==> config.mk <==
export PLATFORM = sky130hd
export DESIGN_NAME = cache_mem_arbiter
export DESIGN_NICKNAME = d
export VERILOG_FILES = /design/src/rtl/cache_mem_arbiter.sv
export SDC_FILE = /design/constraint.sdc
export NUM_CORES = 1
export LEC_CHECK = 0
export ABC_AREA = 1
export ABC_CLOCK_PERIOD_IN_PS = 2200
export CAP_MARGIN = 20
export CORE_MARGIN = 2
export CORE_UTILIZATION = 28
export CTS_CLUSTER_DIAMETER = 100
export DETAILED_ROUTE_END_ITERATION = 10
export GPL_TIMING_DRIVEN = 0
export PLACE_DENSITY = 0.9
export SETUP_SLACK_MARGIN = 0.2
export SLEW_MARGIN = 5
export SYNTH_ARGS = -nofsm -noshare
export SYNTH_HDL_FRONTEND = slang
export SYNTH_SLANG_ARGS = --single-unit
==> constraint.sdc <==
create_clock -name clk_i -period 2.2 [get_ports clk_i]
set_clock_uncertainty 0.05 [all_clocks]
set_input_delay 0.66 -clock clk_i [delete_from_list [all_inputs] [get_ports clk_i]]
set_output_delay 0.66 -clock clk_i [all_outputs]
set_load 0.02 [all_outputs]
==> src/rtl/cache_mem_arbiter.sv <==
// Round-robin arbiter sharing one backing-memory port between NUM_REQ cache
// controllers. The grant is locked for the whole transfer, and a sticky
// timeout flag reports transfers stalled on the memory side.
module cache_mem_arbiter #(
  parameter int NUM_REQ        = 2,
  parameter int DATA_WIDTH     = 32,
  parameter int ADDR_WIDTH     = 16,
  parameter int TIMEOUT_CYCLES = 1024
) (
  input  logic                             clk_i,
  input  logic                             rst_i,
  input  logic [NUM_REQ-1:0]               req_valid_i,
  output logic [NUM_REQ-1:0]               req_ready_o,
  input  logic [NUM_REQ-1:0]               req_we_i,
  input  logic [NUM_REQ*ADDR_WIDTH-1:0]    req_adr_i,
  input  logic [NUM_REQ*DATA_WIDTH-1:0]    req_wdata_i,
  output logic [DATA_WIDTH-1:0]            req_rdata_o,
  output logic                             mem_valid_o,
  input  logic                             mem_ready_i,
  output logic                             mem_we_o,
  output logic [ADDR_WIDTH-1:0]            mem_adr_o,
  output logic [DATA_WIDTH-1:0]            mem_wdata_o,
  input  logic [DATA_WIDTH-1:0]            mem_rdata_i,
  output logic [NUM_REQ-1:0]               grant_o,
  output logic                             timeout_o
);

  localparam int IW = (NUM_REQ > 1) ? $clog2(NUM_REQ) : 1;
  localparam int CW = (TIMEOUT_CYCLES > 0) ? $clog2(TIMEOUT_CYCLES + 1) : 1;
  localparam logic [CW-1:0] TMAX = CW'(TIMEOUT_CYCLES);

  typedef enum logic {ST_IDLE, ST_BUSY} state_t;

  state_t              state, state_n;
  logic [NUM_REQ-1:0]  grant_q, grant_n;
  logic [IW-1:0]       gnt_idx, gnt_idx_n;
  logic [IW-1:0]       rr_ptr, rr_ptr_n;
  logic [IW-1:0]       pick_idx, cand;
  logic                pick_found;
  int unsigned         sum;
  logic [CW-1:0]       tcnt, tcnt_n;
  logic                timeout_q, timeout_n;
  logic                busy;

  logic [ADDR_WIDTH-1:0] adr_arr   [NUM_REQ];
  logic [DATA_WIDTH-1:0] wdata_arr [NUM_REQ];

  for (genvar g = 0; g < NUM_REQ; g++) begin : g_unpack
    assign adr_arr[g]   = req_adr_i[g*ADDR_WIDTH +: ADDR_WIDTH];
    assign wdata_arr[g] = req_wdata_i[g*DATA_WIDTH +: DATA_WIDTH];
  end

  // Round-robin pick: first valid requester after rr_ptr, wrapping around.
  always_comb begin
    pick_found = 1'b0;
    pick_idx   = '0;
    sum        = 0;
    cand       = '0;
    for (int unsigned i = 1; i <= NUM_REQ; i++) begin
      sum = 32'(rr_ptr) + i;
      if (sum >= NUM_REQ) sum = sum - NUM_REQ;
      cand = IW'(sum);
      if (!pick_found && req_valid_i[cand]) begin
        pick_found = 1'b1;
        pick_idx   = cand;
      end
    end
  end

  // Next-state logic: grant on idle, release on completion or abort, timeout count.
  always_comb begin
    state_n   = state;
    grant_n   = grant_q;
    gnt_idx_n = gnt_idx;
    rr_ptr_n  = rr_ptr;
    tcnt_n    = tcnt;
    timeout_n = timeout_q;
    unique case (state)
      ST_IDLE: begin
        if (pick_found) begin
          state_n           = ST_BUSY;
          grant_n           = '0;
          grant_n[pick_idx] = 1'b1;
          gnt_idx_n         = pick_idx;
          rr_ptr_n          = pick_idx;
          tcnt_n            = '0;
        end
      end
      ST_BUSY: begin
        if (!req_valid_i[gnt_idx] || mem_ready_i) begin
          state_n = ST_IDLE;
          grant_n = '0;
        end else begin
          if (tcnt != TMAX) tcnt_n = tcnt + 1'b1;
          if ((TIMEOUT_CYCLES != 0) && (tcnt_n == TMAX)) timeout_n = 1'b1;
        end
      end
      default: state_n = ST_IDLE;
    endcase
  end

  // State and arbitration registers with synchronous reset.
  always_ff @(posedge clk_i) begin
    if (rst_i) begin
      state     <= ST_IDLE;
      grant_q   <= '0;
      gnt_idx   <= '0;
      rr_ptr    <= IW'(NUM_REQ - 1);
      tcnt      <= '0;
      timeout_q <= 1'b0;
    end else begin
      state     <= state_n;
      grant_q   <= grant_n;
      gnt_idx   <= gnt_idx_n;
      rr_ptr    <= rr_ptr_n;
      tcnt      <= tcnt_n;
      timeout_q <= timeout_n;
    end
  end

  // Forward the granted requester to memory; rst_i gates the path so a reset
  // mid-transfer drops the request in the same cycle rather than one later.
  always_comb begin
    busy        = (state == ST_BUSY) && !rst_i;
    mem_valid_o = busy && req_valid_i[gnt_idx];
    mem_we_o    = busy && req_we_i[gnt_idx];
    mem_adr_o   = busy ? adr_arr[gnt_idx] : '0;
    mem_wdata_o = busy ? wdata_arr[gnt_idx] : '0;
    req_ready_o = '0;
    if (busy) req_ready_o[gnt_idx] = mem_ready_i && req_valid_i[gnt_idx];
  end

  assign req_rdata_o = mem_rdata_i;
  assign grant_o     = grant_q;
  assign timeout_o   = timeout_q;

endmodule

==> impl_metrics.env, run 1 <==
# physical design summary
export IMPL_status="complete, but fails checks"
export IMPL_failed_checks="negative setup slack"
export IMPL_synth_async_reset_ratio_pct=0
export IMPL_ys_chip_area_sq_um=1940
export IMPL_final_common_cell="dlygate4sd2_1"
export IMPL_dr_pass1_iters=4
export IMPL_track_usage_pct=24.6
export IMPL_cts_clk_slew_worst_paths_ns=0.07
export IMPL_htree_levels=1
export IMPL_ys_top_cells_by_area="nand2_1 28%, dfxtp_1 18%, a21oi_1 17%"
export IMPL_maxSlewViolCount=0
export IMPL_power_uw=1420
export IMPL_routed_wl_um=10500
export IMPL_crit_path_start_kind="input pin"
export IMPL_post_drt_via_cell_ratio=4.83
export IMPL_layout_cells_non_filler=638
export IMPL_drive_gt1_share_pct=47.3
export IMPL_final_setup_viol_count=17
export IMPL_most_common_cell="nand2_1"
export IMPL_fin_nets=694
export IMPL_core_area_sq_um=6760
export IMPL_netlist_instances=354
export IMPL_hold_buffers=0
export IMPL_grt_overflow=0
export IMPL_endpoint="req_ready_o[0]"
export IMPL_cpPeakStageDelay_ns=0.14
export IMPL_worst_r2r_setup_slack_ns=0.58
export IMPL_crit_buf_inv=5
export IMPL_tightest_slew_ns=0.487
export IMPL_dpl_hpwl_um=7960
export IMPL_dp_cells=622
export IMPL_comb_area_sq_um=1920
export IMPL_drtIter0Drc=94
export IMPL_final_cell_mix="96 x dlygate4sd2_1, 74 x nand2_1, 72 x nand2_2"
export IMPL_ios=222
export IMPL_crit_path_start="rst_i"
export IMPL_r2r_cells=10
export IMPL_cp_max_fo=5
export IMPL_cp_end_kind="primary output"
export IMPL_powerDensity_nw_per_um2=286
export IMPL_wl_per_cell_um=16.4
export IMPL_setup_slack_ns=-0.0358
export IMPL_clock_sinks=17
export IMPL_top_area_cell="nand2_1"
export IMPL_antenna_found_initial=2
export IMPL_ff_type="dfxtp_1"
export IMPL_n_fill_cell=517
export IMPL_clock_path_buffers=2
## run 1: cell type report
cell class                 instances  area share (%)
timing repair buffer             198            39.5
multi-input combinational        263            38.7
buffer                            52            10.1
sequential                        17            6.87
tap                               80            2.01
inverter                          22            1.86
clock buffer                       3           0.830
clock inverter                     1           0.101
antenna                            2           0.101
## run 1: how the worst min path moves through the flow
stage / start / endpoint / slack, ns
floorplan: rr_ptr$_SDFFE_PP1P_ / rr_ptr$_SDFFE_PP1P_ / 0.38
global placement: rr_ptr$_SDFFE_PP1P_ / rr_ptr$_SDFFE_PP1P_ / 0.40
detailed placement: timeout_o$_SDFFE_PP0P_ / timeout_o$_SDFFE_PP0P_ / 0.40
CTS: timeout_o$_SDFFE_PP0P_ / timeout_o$_SDFFE_PP0P_ / 0.42
global route: timeout_o$_SDFFE_PP0P_ / timeout_o$_SDFFE_PP0P_ / 0.44
finish: timeout_o$_SDFFE_PP0P_ / timeout_o$_SDFFE_PP0P_ / 0.41
## run 1: logic make-up (layout without fill, tap and decap cells)
kind of cell | Yosys count | in the layout | share of synthesized area (%)
and+or+nand+nor | 186 | 186 | 39.2
DFF | 17 | 17 | 17.5
adders and majority gates | 2 | 2 | 1.29
AOI/OAI and AO/OA | 71 | 71 | 19.0
xor gates and xnor gates | 4 | 4 | 1.81
other | 0 | 2 | 0
buffers and inverters | 74 | 276 | 21.2
## run 1: timing repair
item | in CTS | in global routing
buffers inserted | 6 | 1
setup endpoints to repair | 84 | 52
resized | 510 | 40
pin swaps | 62 | 7
gates cloned | 2 | 1
## run 1: flip-flops by register name, indices dropped and copies added (netlist names)
signal and cells:
rr_ptr 1, grant_o 2, gnt_idx 1, state 1
tcnt 11, timeout_o 1
## run 1: worst register-to-register path: stages (launching register included)
cell	delay, ns
dfxtp_1	0.35
inv_1	0.10
ha_1	0.16
nand2_1	0.05
inv_1	0.05
nand2_1	0.08
o21ai_0	0.29
nand3_1	0.12
nor2_1	0.14
nand2_1	0.08
a21oi_2	0.10
## run 1: stage by stage
step	utilization (%)	setup WS, ns	hold slack, ns
6_report	73.6	-0.0358	0.412
5_1_grt	73.6	-0.0691	0.441
4_1_cts	71.1	-0.0134	0.416
3_5_place_dp	65.9	-0.949	0.404
3_3_place_gp	65.9	-0.922	0.396
2_1_floorplan	-	0.0823	0.380
## run 1: report_power, final
part / switching (uW) / internal, uW / total [uW]
clock network: 117 / 126 / 243
registers: 6.51 / 317 / 323
logic: 439 / 418 / 857
## run 1: layer usage
layer	GRT usage (%)	vias up	part of all wire, %
li1	-	1491	-
met1	26.3	1446	35
met2	48.5	126	57
met3	4.55	19	6.3
met4	6.85	0	2.2
met5	0	-	0
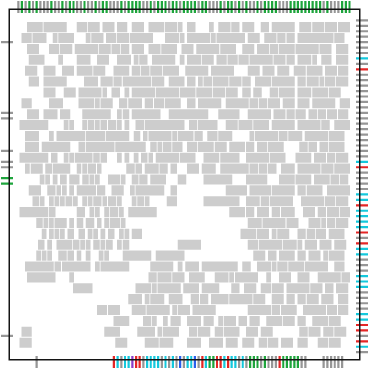
**Above:** run 1 (pin map).
Scale: 4 px per um. Pins as bars across the die edge, other pins in grey.
port	colour	pins	direction	edge
`req_wdata_i`	green	64	input	51 top, 11 bottom, 2 left
`mem_adr_o`	red	16	output	8 bottom, 8 right
`mem_we_o`	purple	1	output	bottom
`req_adr_i`	cyan	32	input	16 bottom, 16 right
`req_we_i`	blue	2	input	bottom

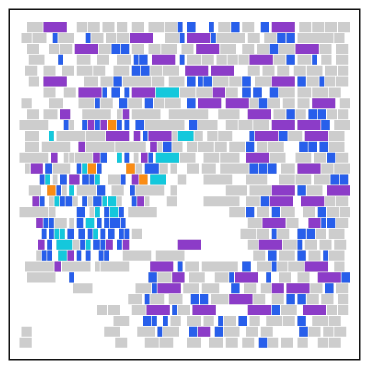
**Above:** run 1 (logic cells by family).
Scale: 4 px per um.
family	colour	cells	most used
AND and OR gates	orange	5	or2_2
NAND gates	blue	159	nand2_1
NOR gates	cyan	22	nor2_1
inverting AOI/OAI gates	purple	71	a21oi_4

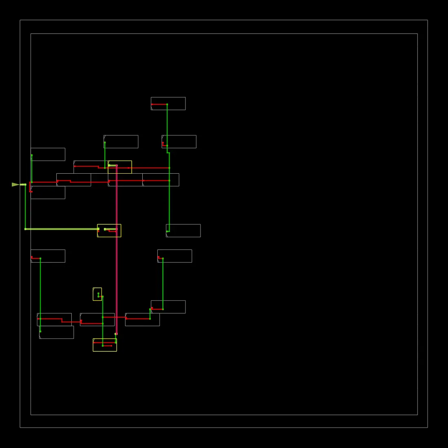
**Above:** run 1 (clock routing).
total CTS buffers: 3
clock buf count: 3
Insertion Delay late pin: 0.26 ns
clock group power: 243 uW

--- run 2 (diff from run 1) ---
--- a/config.mk
+++ b/config.mk
@@ -15,7 +15,7 @@
 export GPL_TIMING_DRIVEN = 0
 export PLACE_DENSITY = 0.9
 export SETUP_SLACK_MARGIN = 0.2
-export SLEW_MARGIN = 5
+export SLEW_MARGIN = 20
 export SYNTH_ARGS = -nofsm -noshare
 export SYNTH_HDL_FRONTEND = slang
 export SYNTH_SLANG_ARGS = --single-unit
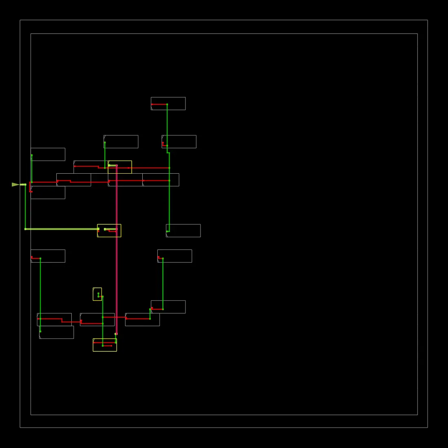
**Above:** run 2 (clock routing).
CTS Sinks: 17
final sequential cell count: 17

==> impl_metrics.env, run 2 <==
# physical design summary
export IMPL_met3_usage_pct=4.55
export IMPL_final_common_cell="dlygate4sd2_1"
export IMPL_busiest_layer="met2"
export IMPL_cp_end_kind="primary output"
export IMPL_crit_path_start_kind="input pin"
export IMPL_wl_per_cell_um=16.4
export IMPL_n_fill_cell=517
export IMPL_insertion_delay_ns=0.26
export IMPL_dpl_hpwl_um=7960
export IMPL_grt_first_pass_wirelength_um=14900
export IMPL_tightest_slew_ns=0.487
export IMPL_cpPeakStageDelay_ns=0.14
export IMPL_vias=3082
export IMPL_powerDensity_nw_per_um2=286
export IMPL_antenna_found_initial=2
export IMPL_regMostFlops="tcnt"
export IMPL_fp_util_pct=28.7
export IMPL_min_from="timeout_o$_SDFFE_PP0P_"
export IMPL_ios=222
export IMPL_fin_nets=694
export IMPL_io_buffers=188
export IMPL_dpl_worst_slack_ns=-0.949
export IMPL_edf_count=0
export IMPL_most_common_cell="nand2_1"
export IMPL_setup_slack_ns=-0.0358
export IMPL_power_uw=1420
export IMPL_post_drt_via_cell_ratio=4.83
export IMPL_top_area_cell="nand2_1"
export IMPL_drtIter0Drc=94
export IMPL_chip_area_sq_um=7610
export IMPL_largest_reg_flops=11
export IMPL_ys_top_cells_by_area="nand2_1 28%, dfxtp_1 18%, a21oi_1 17%"
export IMPL_grt_overflow=0
export IMPL_max_slew_margin_rel_pct=67.5
export IMPL_antenna_left=0
export IMPL_grt_max_degree=11
export IMPL_dr_pass1_iters=4
export IMPL_cts_clk_slew_worst_paths_ns=0.07
export IMPL_crit_path_start="rst_i"
export IMPL_ff_type="dfxtp_1"
export IMPL_failed_checks="negative setup slack"
export IMPL_htree_levels=1
export IMPL_synth_distinct_cells=28
export IMPL_warning_count=30
export IMPL_drive_gt1_share_pct=47.3
export IMPL_ys_chip_area_sq_um=1940
export IMPL_final_setup_viol_count=17
export IMPL_cp_max_fo=5
export IMPL_fin_area_sq_um=4970
export IMPL_synth_async_reset_ratio_pct=0
export IMPL_whs_ns=0.412
export IMPL_met1_usage_pct=26.3
export IMPL_hp_class="flip-flop to flip-flop"
export IMPL_status="complete, but fails checks"
export IMPL_core_area_sq_um=6760
export IMPL_hold_buffers=0
export IMPL_clock_path_buffers=2
export IMPL_maxSlewViolCount=0
export IMPL_track_usage_pct=24.6
export IMPL_routed_wl_um=10500
export IMPL_common_cells="144 x nand2_1, 64 x a21oi_1, 32 x buf_4"
export IMPL_area_growth_pct=156
export IMPL_grtUsageMet2_pct=48.5
export IMPL_netlist_instances=354
export IMPL_cts_buffers=3
export IMPL_final_cell_mix="96 x dlygate4sd2_1, 74 x nand2_1, 72 x nand2_2"
## run 2: repair_timing
| action | CTS | global route |
|---|---|---|
| resized | 510 | 40 |
| pin swaps | 62 | 7 |
| cloned | 2 | 1 |
| setup endpoints to repair | 84 | 52 |
| hold endpoints to repair | 0 | 0 |
| setup buffers | 6 | 1 |
## run 2: power breakdown
group          internal [uW]  switching (uW)
Sequential               317            6.51
Clock                    126             117
Combinational            418             439
Total                    861             562
## run 2: worst paths after layout
path                             to  cells after the start  slack [ns]
max                  req_ready_o[0]                      8       -0.04
min          timeout_o$_SDFFE_PP0P_                      2        0.41
max reg2reg  timeout_o$_SDFFE_PP0P_                     10        0.58
min reg2reg  timeout_o$_SDFFE_PP0P_                      2        0.41
## run 2: layout make-up
class                           instances  area (sq um)  share of cell area (%)
Inverter                               22          92.6                    1.86
Tap cell                               80           100                    2.01
Antenna cell                            2          5.00                   0.101
Clock inverter                          1          5.00                   0.101
Buffer                                 52           503                    10.1
Timing Repair Buffer                  198          1960                    39.5
Sequential cell                        17           342                    6.87
Clock buffer                            3          41.3                   0.830
Multi-Input combinational cell        263          1920                    38.7
## run 2: logic make-up after synthesis
group | Yosys count | synth area share, %
simple gates | 186 | 39.2
buf+inv | 74 | 21.2
compound gates | 71 | 19.0
flops | 17 | 17.5
xor+xnor | 4 | 1.81
fa+ha+maj | 2 | 1.29
## run 2: worst max-delay path, delay by kind of cell
| family | cells | cell delay, ns |
|---|---|---|
| buffers and inverters | 5 | 0.49 |
| AND/OR/NAND/NOR | 3 | 0.37 |
## run 2: per-stage QoR
| stage | cells | utilization [%] | TNS, ns |
|---|---|---|---|
| finish | 638 | 73.6 | -0.161 |
| global route | 637 | 73.6 | -0.867 |
| CTS | 634 | 71.1 | -0.0361 |
| detailed placement | 622 | 65.9 | -27.19 |
| global placement | 622 | 65.9 | -26.26 |
| floorplan | 354 | - | 0 |
## run 2: routing by layer
layer / wire [um] / up-vias
li1: - / 1491
met5: 0 / -
met2: 5940 / 126
met4: 230 / 0
met3: 659 / 19
met1: 3650 / 1446
--- run 3 (diff from run 2) ---
--- a/config.mk
+++ b/config.mk
@@ -10,7 +10,6 @@
 export CAP_MARGIN = 20
 export CORE_MARGIN = 2
 export CORE_UTILIZATION = 28
-export CTS_CLUSTER_DIAMETER = 100
 export DETAILED_ROUTE_END_ITERATION = 10
 export GPL_TIMING_DRIVEN = 0
 export PLACE_DENSITY = 0.9
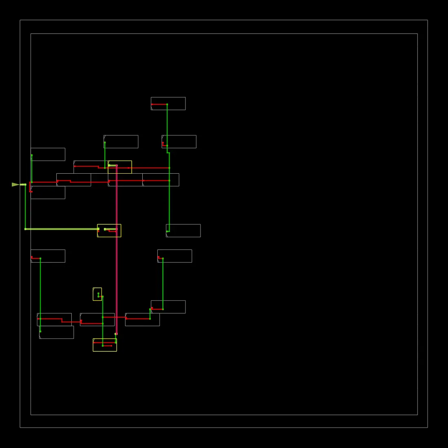
**Above:** run 3 (clock routing).

==> impl_metrics.env, run 3 <==
# physical design summary
export IMPL_clock_sinks=17
export IMPL_common_cells="144 x nand2_1, 64 x a21oi_1, 32 x buf_4"
export IMPL_ios=222
export IMPL_tightest_slew_ns=0.487
export IMPL_io_buffers=188
export IMPL_max_slew_margin_rel_pct=67.5
export IMPL_post_drt_via_cell_ratio=4.83
export IMPL_worst_r2r_setup_slack_ns=0.58
export IMPL_top_area_cell="nand2_1"
export IMPL_cp_max_fo=5
export IMPL_n_fill_cell=517
export IMPL_vias=3082
export IMPL_grt_max_degree=11
export IMPL_swShare_pct=39.5
export IMPL_cpPeakStageDelay_ns=0.14
export IMPL_power_frac_seq_pct=22.7
export IMPL_maxSlewViolCount=0
export IMPL_failed_checks="negative setup slack"
export IMPL_setup_slack_ns=-0.0358
export IMPL_final_setup_viol_count=17
export IMPL_final_common_cell="dlygate4sd2_1"
export IMPL_final_cell_mix="96 x dlygate4sd2_1, 74 x nand2_1, 72 x nand2_2"
export IMPL_hold_buffers=0
export IMPL_most_common_cell="nand2_1"
export IMPL_ys_top_cells_by_area="nand2_1 28%, dfxtp_1 18%, a21oi_1 17%"
export IMPL_r2r_cells=10
export IMPL_netlist_instances=354
export IMPL_largest_reg_flops=11
export IMPL_ys_chip_area_sq_um=1940
export IMPL_p_sw_uw=562
export IMPL_antenna_found_initial=2
export IMPL_status="complete, but fails checks"
export IMPL_core_area_sq_um=6760
export IMPL_dpl_hpwl_um=7960
export IMPL_power_uw=1420
export IMPL_min_path_cells=2
export IMPL_regMostFlops="tcnt"
export IMPL_grt_overflow=0
export IMPL_chip_area_sq_um=7610
export IMPL_wl_per_cell_um=16.4
export IMPL_fin_nets=694
export IMPL_cts_clk_slew_worst_paths_ns=0.07
export IMPL_powerDensity_nw_per_um2=286
export IMPL_grt_first_pass_wirelength_um=14900
export IMPL_cts_buffers=3
==> run 3: cell counts in the layout (fill, tap and decap cells not counted) <==
Identical to the previous run, type by type.
==> run 3: power by group through the flow <==
stage	Clock [uW]	Combinational, uW	Sequential (uW)
global placement	0	755	329
finish	243	857	323
detailed placement	0	771	329
floorplan	0	396	332
CTS	243	814	323
global route	267	905	324
==> run 3: repair_timing <==
item                                    in CTS  in global routing
hold endpoints to repair                     0                  0
pin swaps                                   62                  7
gates cloned                                 2                  1
endpoints found under the setup margin      84                 52
buffers inserted                             6                  1
resized                                    510                 40
==> run 3: final timing paths <==
path / to / from
min reg2reg: timeout_o$_SDFFE_PP0P_ / timeout_o$_SDFFE_PP0P_
min: timeout_o$_SDFFE_PP0P_ / timeout_o$_SDFFE_PP0P_
max reg2reg: timeout_o$_SDFFE_PP0P_ / tcnt[0]$_SDFFE_PP0P_
max: req_ready_o[0] / rst_i
==> run 3: through the flow <==
step / setup WS (ns) / utilization, % / area (sq um) / cells
after floorplan: 0.0823 / - / 2470 / 354
after global placement: -0.922 / 65.9 / 4450 / 622
after detailed placement: -0.949 / 65.9 / 4450 / 622
after CTS: -0.0134 / 71.1 / 4810 / 634
after global routing: -0.0691 / 73.6 / 4970 / 637
final: -0.0358 / 73.6 / 4970 / 638
==> run 3: worst max-delay path, delay by kind of cell <==
family,cells,cell delay (ns)
buf+inv,5,0.49
simple gates,3,0.37
==> run 3: routing by layer <==
metal,up-vias,part of all wire [%],GRT usage [%]
met3,19,6.3,4.55
met2,126,57,48.5
met5,-,0,0
li1,1491,-,-
met4,0,2.2,6.85
met1,1446,35,26.3
==> run 3: area by class of cell <==
type / count / area, sq um / area share, %
antenna: 2 / 5.00 / 0.101
buffer: 52 / 503 / 10.1
clock buffer: 3 / 41.3 / 0.830
clock inverter: 1 / 5.00 / 0.101
inverter: 22 / 92.6 / 1.86
multi-input combinational: 263 / 1920 / 38.7
sequential: 17 / 342 / 6.87
tap: 80 / 100 / 2.01
timing repair buffer: 198 / 1960 / 39.5
==> run 3: kinds of logic after synthesis <==
| logic type | after synthesis | synth area share (%) |
|---|---|---|
| buf+inv | 74 | 21.2 |
| flops | 17 | 17.5 |
| xor+xnor | 4 | 1.81 |
| simple gates | 186 | 39.2 |
| compound gates | 71 | 19.0 |
| fa+ha+maj | 2 | 1.29 |
Power is estimated from default activity; no workload was simulated.
